--- config.mk ---
export PLATFORM = sky130hd
export DESIGN_NAME = collision_scheduler
export DESIGN_NICKNAME = d
export VERILOG_FILES = /design/src/rtl/collision_scheduler.sv
export SDC_FILE = /design/constraint.sdc
export NUM_CORES = 1
export LEC_CHECK = 0
export CAP_MARGIN = 10
export CORE_MARGIN = 1
export CORE_UTILIZATION = 40
export CTS_BUF_LIST = sky130_fd_sc_hd__clkbuf_2
export DETAILED_ROUTE_END_ITERATION = 10
export PLACE_DENSITY = 0.79
export SYNTH_ARGS = -nofsm -noshare
export SYNTH_HDL_FRONTEND = slang
export SYNTH_SLANG_ARGS = --single-unit
--- constraint.sdc ---
create_clock -name i_clk -period 1.8 [get_ports i_clk]
set_input_delay 0.27 -clock i_clk [delete_from_list [all_inputs] [get_ports i_clk]]
set_output_delay 0.27 -clock i_clk [all_outputs]
set_load 0.005 [all_outputs]
--- src/rtl/collision_scheduler.sv ---
// collision_scheduler: sequences one collision-analysis pass per trigger.
// Each pass clears the collision block, holds its enable for ANALYZE_CYCLES
// cycles, then snapshots the flags and raises a maskable sticky interrupt.
module collision_scheduler #(
  parameter int FLAG_WIDTH     = 30,
  parameter int ANALYZE_CYCLES = 1024,
  parameter int CNT_W          = 11
) (
  input  logic                  i_clk,
  input  logic                  i_reset,
  input  logic                  i_auto_en,
  input  logic                  i_frame_tick,
  input  logic                  i_sw_start,
  input  logic [FLAG_WIDTH-1:0] i_flag_mask,
  input  logic                  i_irq_clear,
  input  logic [FLAG_WIDTH-1:0] i_flags_in,
  output logic                  o_coll_enable,
  output logic                  o_coll_reset,
  output logic                  o_busy,
  output logic                  o_done,
  output logic [FLAG_WIDTH-1:0] o_flags_snapshot,
  output logic                  o_irq,
  output logic                  o_overrun,
  output logic [7:0]            o_overrun_cnt
);

  typedef enum logic [1:0] {
    S_IDLE    = 2'd0,
    S_CLEAR   = 2'd1,
    S_RUN     = 2'd2,
    S_CAPTURE = 2'd3
  } state_t;

  localparam logic [CNT_W-1:0] LAST_CNT = CNT_W'(ANALYZE_CYCLES - 1);

  state_t                  r_state;
  state_t                  w_next_state;
  logic [CNT_W-1:0]        r_cnt;
  logic                    r_done;
  logic [FLAG_WIDTH-1:0]   r_snapshot;
  logic                    r_irq;
  logic                    r_overrun;
  logic [7:0]              r_overrun_cnt;

  logic                    w_trigger;
  logic                    w_capture;
  logic                    w_flag_hit;
  logic                    w_drop;

  // Both trigger sources in one cycle collapse into a single request.
  assign w_trigger  = (i_auto_en & i_frame_tick) | i_sw_start;
  assign w_capture  = (r_state == S_CAPTURE);
  assign w_flag_hit = |(i_flags_in & ~i_flag_mask);
  assign w_drop     = w_trigger & (r_state != S_IDLE);

  // State register.
  always_ff @(posedge i_clk) begin
    if (i_reset) begin
      r_state <= S_IDLE;
    end else begin
      r_state <= w_next_state;
    end
  end

  // Next-state decode for the pass sequence.
  always_comb begin
    w_next_state = r_state;
    case (r_state)
      S_IDLE: begin
        if (w_trigger) begin
          w_next_state = S_CLEAR;
        end else begin
          w_next_state = S_IDLE;
        end
      end
      S_CLEAR: begin
        w_next_state = S_RUN;
      end
      S_RUN: begin
        if (r_cnt == LAST_CNT) begin
          w_next_state = S_CAPTURE;
        end else begin
          w_next_state = S_RUN;
        end
      end
      S_CAPTURE: begin
        w_next_state = S_IDLE;
      end
      default: begin
        w_next_state = S_IDLE;
      end
    endcase
  end

  // Run counter: zeroed in CLEAR, counts enabled cycles during RUN.
  always_ff @(posedge i_clk) begin
    if (i_reset) begin
      r_cnt <= {CNT_W{1'b0}};
    end else if (r_state == S_CLEAR) begin
      r_cnt <= {CNT_W{1'b0}};
    end else if (r_state == S_RUN) begin
      r_cnt <= r_cnt + {{(CNT_W-1){1'b0}}, 1'b1};
    end else begin
      r_cnt <= r_cnt;
    end
  end

  // Snapshot and done pulse on the CAPTURE exit edge; flags ignored otherwise.
  always_ff @(posedge i_clk) begin
    if (i_reset) begin
      r_snapshot <= {FLAG_WIDTH{1'b0}};
      r_done     <= 1'b0;
    end else begin
      r_done <= w_capture;
      if (w_capture) begin
        r_snapshot <= i_flags_in;
      end else begin
        r_snapshot <= r_snapshot;
      end
    end
  end

  // Sticky interrupt; a set on the capture edge takes priority over a clear.
  always_ff @(posedge i_clk) begin
    if (i_reset) begin
      r_irq <= 1'b0;
    end else if (w_capture && w_flag_hit) begin
      r_irq <= 1'b1;
    end else if (i_irq_clear) begin
      r_irq <= 1'b0;
    end else begin
      r_irq <= r_irq;
    end
  end

  // Dropped-trigger tracking; only reset clears it, counter saturates.
  always_ff @(posedge i_clk) begin
    if (i_reset) begin
      r_overrun     <= 1'b0;
      r_overrun_cnt <= 8'd0;
    end else if (w_drop) begin
      r_overrun <= 1'b1;
      if (r_overrun_cnt != 8'hFF) begin
        r_overrun_cnt <= r_overrun_cnt + 8'd1;
      end else begin
        r_overrun_cnt <= r_overrun_cnt;
      end
    end else begin
      r_overrun     <= r_overrun;
      r_overrun_cnt <= r_overrun_cnt;
    end
  end

  // coll_reset follows reset combinationally so the block is held clear
  // for as long as reset is asserted; everything else is state-decoded
  // or registered.
  assign o_coll_reset     = i_reset | (r_state == S_CLEAR);
  assign o_coll_enable    = (r_state == S_RUN);
  assign o_busy           = (r_state != S_IDLE);
  assign o_done           = r_done;
  assign o_flags_snapshot = r_snapshot;
  assign o_irq            = r_irq;
  assign o_overrun        = r_overrun;
  assign o_overrun_cnt    = r_overrun_cnt;

endmodule
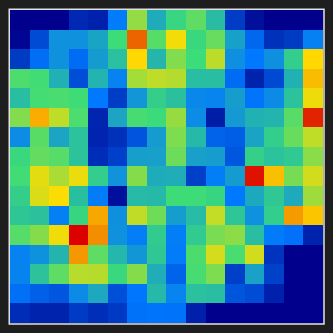
run_1/route_heat.png
Scale: 4 px per micron. The die is cut into 16 by 16 equal tiles; dark blue is low, red is high, scaled to the fullest tile. Values are wire area over tile area, all layers added.
nearly empty tiles: 7.4%
emptiest ninth of the die: lower right
fullest tile: 0.40
Tot GR Track Use: 0.188
Routed WL per cell: 12.5 microns
wire length reported by the detailed router: 5610 microns
routed via count: 2,142

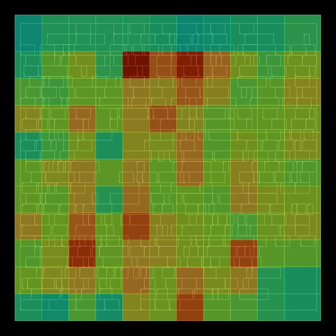
run_1/congestion_map.png
met3 usage in global routing: 0.0570
final design utilization: 0.648
GR Util met1: 0.203

==> summary.rpt, run 1 <==
===================================================================================
Fmax .................................................................      584 MHz
Sw Pwr ...............................................................       517 uW
Max VDD drop .........................................................   0.000409 V
Setup repair after global routing missed its margin ..................           no
Post-Syn Instances ...................................................          263
Number of antenna-violating nets in the routed design ................            0
CP max-delay cell .................................................... sky130_fd_sc_hd__dfxtp_2
Multi-input gate share of the layout cell area .......................        0.300
Final setup violation count ..........................................            0
Critical Path End .................................................... o_coll_reset
Overall power after layout ...........................................      2130 uW
Layout cell share with drive strength beyond 1 .......................       0.0741
Initial antenna violation count ......................................            0
Async set-reset flop share out of synthesis ..........................            0
Post-layout period usage .............................................        0.952
# rows ...............................................................           27
Hold path start ...................................................... i_flags_in[24]
Share of final layout cell area taken by clock buffers and inverters .      0.00971
Final tally of max-slew violations ...................................            0
Worst path required time .............................................      1.53 ns
Leakage component of the power .......................................   0.00138 uW
Total cells reported by yosys after synthesis ........................          263
Placeable Area .......................................................   5570 sq um
DR vias/cell .........................................................         4.76
Cell type with the largest total area after synthesis ................ sky130_fd_sc_hd__dfxtp_1
Synthesis area per yosys .............................................   2330 sq um
Number of warnings issued by yosys ...................................            0
Flip-flop and latch area .............................................   1080 sq um
Total number of multi-input combinational cells ......................          163
Hold_buf cts .........................................................            0
Routing layer with the top usage in global route .....................         met2
Gpl congestion .......................................................        0.814
Slew at the pin with the worst max-slew slack ........................     0.426 ns
R2R cell count .......................................................            7
Type of the tightest min-delay check .................................       in2reg
Post-synthesis average cell area .....................................   8.86 sq um
Wl on met1 ........................................................... 2310 microns
Switch share .........................................................        0.243
Relative contribution of sequential cells to total power .............        0.589
Seq share, synth .....................................................        0.464
Primary flip-flop cell chosen by synthesis mapping ................... sky130_fd_sc_hd__dfxtp_1
Outcome .............................................................. finished, final reports clean
Worst-case headroom to the max-slew limit ............................        0.713
Most frequent cells in the layout .................................... 106 x sky130_fd_sc_hd__clkdlybuf4s50_1, 51 x sky130_fd_sc_hd__dfxtp_1, 49 x sky130_fd_sc_hd__nor2_1
Destination of the worst hold path ................................... o_flags_snapshot[24]
Count of unresolved DRC violations after routing .....................            0
Detailed-routed wire length on met2 .................................. 2730 microns
Family with the most delay on the worst path .........................   flip-flops
Clkbuf count .........................................................            7
Post-synthesis instance area .........................................   2330 sq um
Commonest non-fill, non-tap cell in the layout ....................... sky130_fd_sc_hd__clkdlybuf4s50_1
Total clock buffers created by CTS ...................................            5
Post-synthesis net count .............................................          335
Nets .................................................................          450
Clock sink total .....................................................           54
Leading power group ..................................................    registers
Reported combinational group power ...................................       440 uW
Flip-flop count of the largest register, all copies and words added ..           30
Combinational Area ...................................................   1080 sq um
Unique cell types ....................................................           28
Area growth from synthesis to final layout ...........................        54.9%
Flop+latch power .....................................................      1260 uW
TritonCTS clock tree .................................................        built
DRT iter0 DRCs .......................................................           61
Critical path start-end classification ...............................      reg2out
Max clock buf depth ..................................................            2
Post-cts repair resize count .........................................            9
Skew final ...........................................................    0.0157 ns
Clock Root Buffer .................................................... sky130_fd_sc_hd__clkbuf_2
Number of cells on the critical path .................................            4
Final tally of hold violations .......................................            0
Number of global-route vias before repair ............................        2,145
Most numerous cell in the Yosys netlist .............................. sky130_fd_sc_hd__dfxtp_1
Maximum number of pins on one net before global-route repair .........           44
Area share of the leading cell type in the synthesized netlist .......        0.464
Count of inverters not on the clock network in the layout ............           36
Number of max-cap violations .........................................            0
Top routing layer used ...............................................         met4
Diode count ..........................................................            0
Non-clk bufs .........................................................          118
Number of cells on the worst hold path ...............................            3
Sum of met3 wire segment lengths after detailed routing ..............  453 microns
First-pass GRT wire length ........................................... 9180 microns
Number of sequential cells in the layout .............................           54
Setup TNS Final ......................................................         0 ns
Flops out of synthesis ...............................................           54
Top cell types by occurrence after synthesis ......................... 54 x sky130_fd_sc_hd__dfxtp_1, 49 x sky130_fd_sc_hd__nor2_1, 36 x sky130_fd_sc_hd__inv_1
===================================================================================
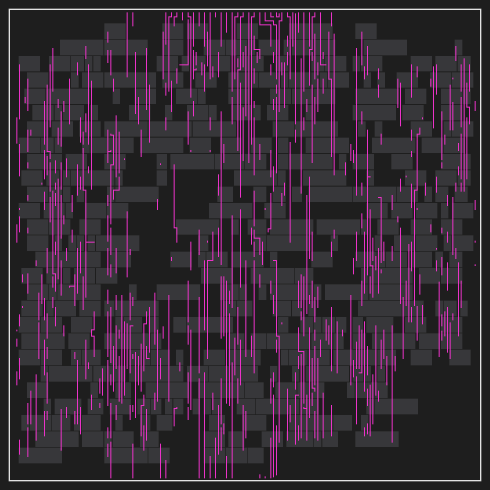
run_1/m2.png
Scale: 6 px per micron.
nets with wire on the layer: 386
longest straight run: 25.5 microns
main direction: vertical
wire length on this layer: 2,730 microns
share of all routed wire: 49%
met2 Track Usage GR: 0.350

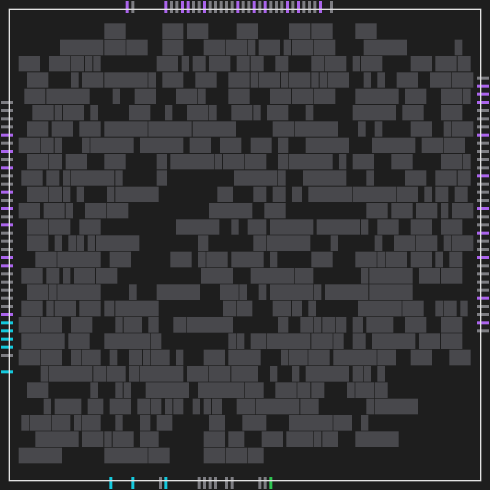
run_1/pinout.png
Scale: 6 px per micron. Pins as bars across the die edge, other pins in grey.
legend:
  `o_overrun_cnt`:
    colour: cyan
    pins: 8
    direction: output
    edge: 5 left, 3 bottom
  `i_irq_clear`:
    colour: green
    pins: 1
    direction: input
    edge: bottom
  `i_flags_in`:
    colour: purple
    pins: 30
    direction: input
    edge: 11 top, 10 right, 9 left
all pins by edge: 33 left, 32 top, 32 right, 13 bottom
count of input and output buffers: 109
Die Y-Extent: 78.3 microns
Die X: 78.3 microns

-- run 1: logic make-up (layout without fill, tap and decap cells) --
logic type / Yosys count / after routing / share of synthesized area
adders and majority gates: 6 / 6 / 0.0322
AOI/OAI and AO/OA: 27 / 27 / 0.0720
DFF: 54 / 54 / 0.464
xor gates and xnor gates: 14 / 14 / 0.0526
buffers and inverters: 46 / 161 / 0.0757
and+or+nand+nor: 84 / 84 / 0.166
muxes: 32 / 32 / 0.137
-- run 1: metrics by stage --
step                      setup WS (ns)   util  hold slack (ns)  std cells  area, sq um
final                            0.0862  0.648            0.467        450         3610
after CTS                        -0.121  0.647            0.436        450         3600
after global routing             0.0129  0.648            0.447        450         3610
after floorplan                   0.223      -            0.417        263         2330
after detailed placement        -0.0542  0.637            0.470        441         3550
after global placement          -0.0216  0.637            0.451        441         3550
==> run 2: changes to the inputs <==
- CORE_UTILIZATION: 40 -> 42
- PLACE_DENSITY: 0.79 -> 0.82
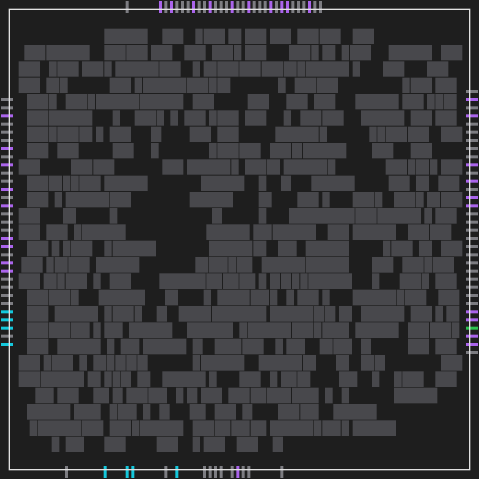
run_2/pinout.png
Scale: 6 px per micron. Pins as bars across the die edge, other pins in grey.
legend:
  `o_overrun_cnt`:
    colour: cyan
    pins: 8
    direction: output
    edge: 4 bottom, 4 left
  `i_irq_clear`:
    colour: green
    pins: 1
    direction: input
    edge: right
  `i_flags_in`:
    colour: purple
    pins: 30
    direction: input
    edge: 10 top, 10 right, 9 left, 1 bottom
all pins by edge: 33 right, 31 top, 31 left, 15 bottom

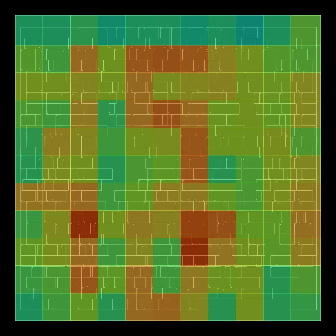
run_2/congestion_map.png
met3 usage in global routing: 0.0527
Tot GR Track Use: 0.196
final design utilization: 0.693

==> run 2 against run 1 <==
Clock skew fell by 0.0029 ns; cell count down 0.22%; die size decreased by 4.6%; combinational power grew 2%; critical path depth did not move.
==> summary.rpt, run 2 <==
=====================================================================================================
Commonest non-fill, non-tap cell in the layout ......................................... sky130_fd_sc_hd__clkdlybuf4s50_1
Final tally of max-slew violations .....................................................            0
Sw Pwr .................................................................................       528 uW
Synth Area in XOR/XNOR .................................................................       0.0526
Leakage component of the power .........................................................   0.00139 uW
Worst path required time ...............................................................      1.53 ns
TritonCTS clock tree ...................................................................        built
Flip-flop and latch area ...............................................................   1080 sq um
Fmax ...................................................................................      572 MHz
Max VDD drop ...........................................................................   0.000305 V
Setup repair after global routing missed its margin ....................................          yes
Primary flip-flop cell chosen by synthesis mapping ..................................... sky130_fd_sc_hd__dfxtp_1
Hold_buf cts ...........................................................................            0
Placeable Area .........................................................................   5240 sq um
Flop+latch power .......................................................................      1260 uW
# rows .................................................................................           26
Total clock buffers created by CTS .....................................................            5
DR vias/cell ...........................................................................         4.82
Outcome ................................................................................ finished, final reports clean
Async set-reset flop share out of synthesis ............................................            0
Leading power group ....................................................................    registers
Count of input and output buffers ......................................................          109
Critical path start-end classification .................................................      reg2out
Worst-case headroom to the max-slew limit ..............................................        0.703
Die X .................................................................................. 76.5 microns
First-pass GRT wire length ............................................................. 9210 microns
Count of unresolved DRC violations after routing .......................................            0
Number of cells on the worst hold path .................................................            3
Multiplexer share ......................................................................        0.137
Switch share ...........................................................................        0.232
Final tally of hold violations .........................................................            0
Number of antenna-violating nets in the routed design ..................................            0
Flops out of synthesis .................................................................           54
Post-synthesis average cell area .......................................................   8.86 sq um
Family with the most delay on the worst path ...........................................   flip-flops
Placed Cells incl. Taps ................................................................          438
Post-synthesis instance area ...........................................................   2330 sq um
Area share of the leading cell type in the synthesized netlist .........................        0.464
Post-synthesis share of cell area spent on full adders, half adders and majority gates .       0.0322
Total cells reported by yosys after synthesis ..........................................          263
CP max-delay cell ...................................................................... sky130_fd_sc_hd__dfxtp_2
Most frequent cells in the layout ...................................................... 106 x sky130_fd_sc_hd__clkdlybuf4s50_1, 51 x sky130_fd_sc_hd__dfxtp_1, 49 x sky130_fd_sc_hd__nor2_1
Setup TNS Final ........................................................................         0 ns
Number of global-route vias before repair ..............................................        2,087
Final cell count without fillers .......................................................          449
Unique cell types ......................................................................           28
Initial antenna violation count ........................................................            0
Worst slack after detailed placement ...................................................    0.0113 ns
Slew at the pin with the worst max-slew slack ..........................................     0.442 ns
Final worst slack ......................................................................    0.0508 ns
Layout cell share with drive strength beyond 1 .........................................       0.0792
Max clock buf depth ....................................................................            2
Routed WL per cell ..................................................................... 12.2 microns
Skew final .............................................................................    0.0128 ns
Overall power after layout .............................................................      2270 uW
Worst hold slack after final layout ....................................................     0.453 ns
Most numerous cell in the Yosys netlist ................................................ sky130_fd_sc_hd__dfxtp_1
Number of warnings issued by yosys .....................................................            0
Cell type with the largest total area after synthesis .................................. sky130_fd_sc_hd__dfxtp_1
DRT iter0 DRCs .........................................................................           97
Type of the tightest min-delay check ...................................................       in2reg
Synthesis area per yosys ...............................................................   2330 sq um
Hold path start ........................................................................ i_flags_in[7]
Seq share, synth .......................................................................        0.464
Clock Root Buffer ...................................................................... sky130_fd_sc_hd__clkbuf_2
R2R cell count .........................................................................            8
Reported combinational group power .....................................................       448 uW
Synthesized-area fraction occupied by and/or/nand/nor cells ............................        0.166
=====================================================================================================
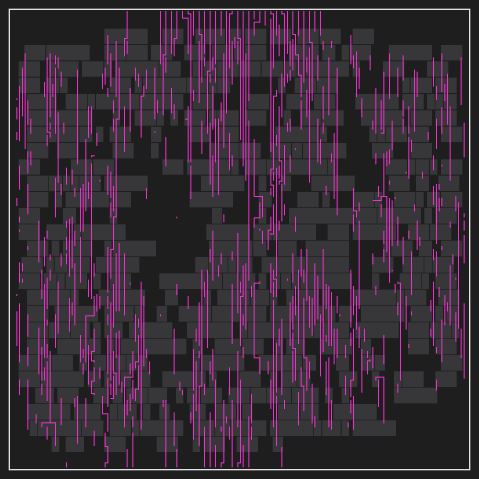
run_2/m2.png
Scale: 6 px per micron.
main direction: vertical
longest straight run: 26.5 microns
nets with wire on the layer: 387
wire length on this layer: 2,700 microns
share of all routed wire: 49%
routed via count: 2,166
wire length reported by the detailed router: 5460 microns
met2 Track Usage GR: 0.351

[run 2: cell counts after synthesis]
Identical to the previous run, type by type.
[run 2: routing by layer]
metal  wire, microns  GRT usage
met1            2320      0.223
met5               0          0
met3             363     0.0527
met2            2700      0.351
met4              72     0.0635
[run 2: worst register-to-register path: cells and delay by family (launching register included)]
family | cells | cell delay (ns)
DFF | 1 | 0.38
adders and majority gates | 1 | 0.15
and+or+nand+nor | 3 | 0.61
buffers and inverters | 3 | 0.31
xor gates and xnor gates | 1 | 0.17
[run 2: final cells by class]
class	instances	area share
inverters	36	0.0372
well taps	70	0.0241
flip-flops and latches	54	0.299
repair buffers	119	0.323
clock buffers	5	0.00689
multi-input cells	163	0.301
clock inverters	2	0.00931
Power figures rest on the tool's default switching activity, not on a simulated workload.
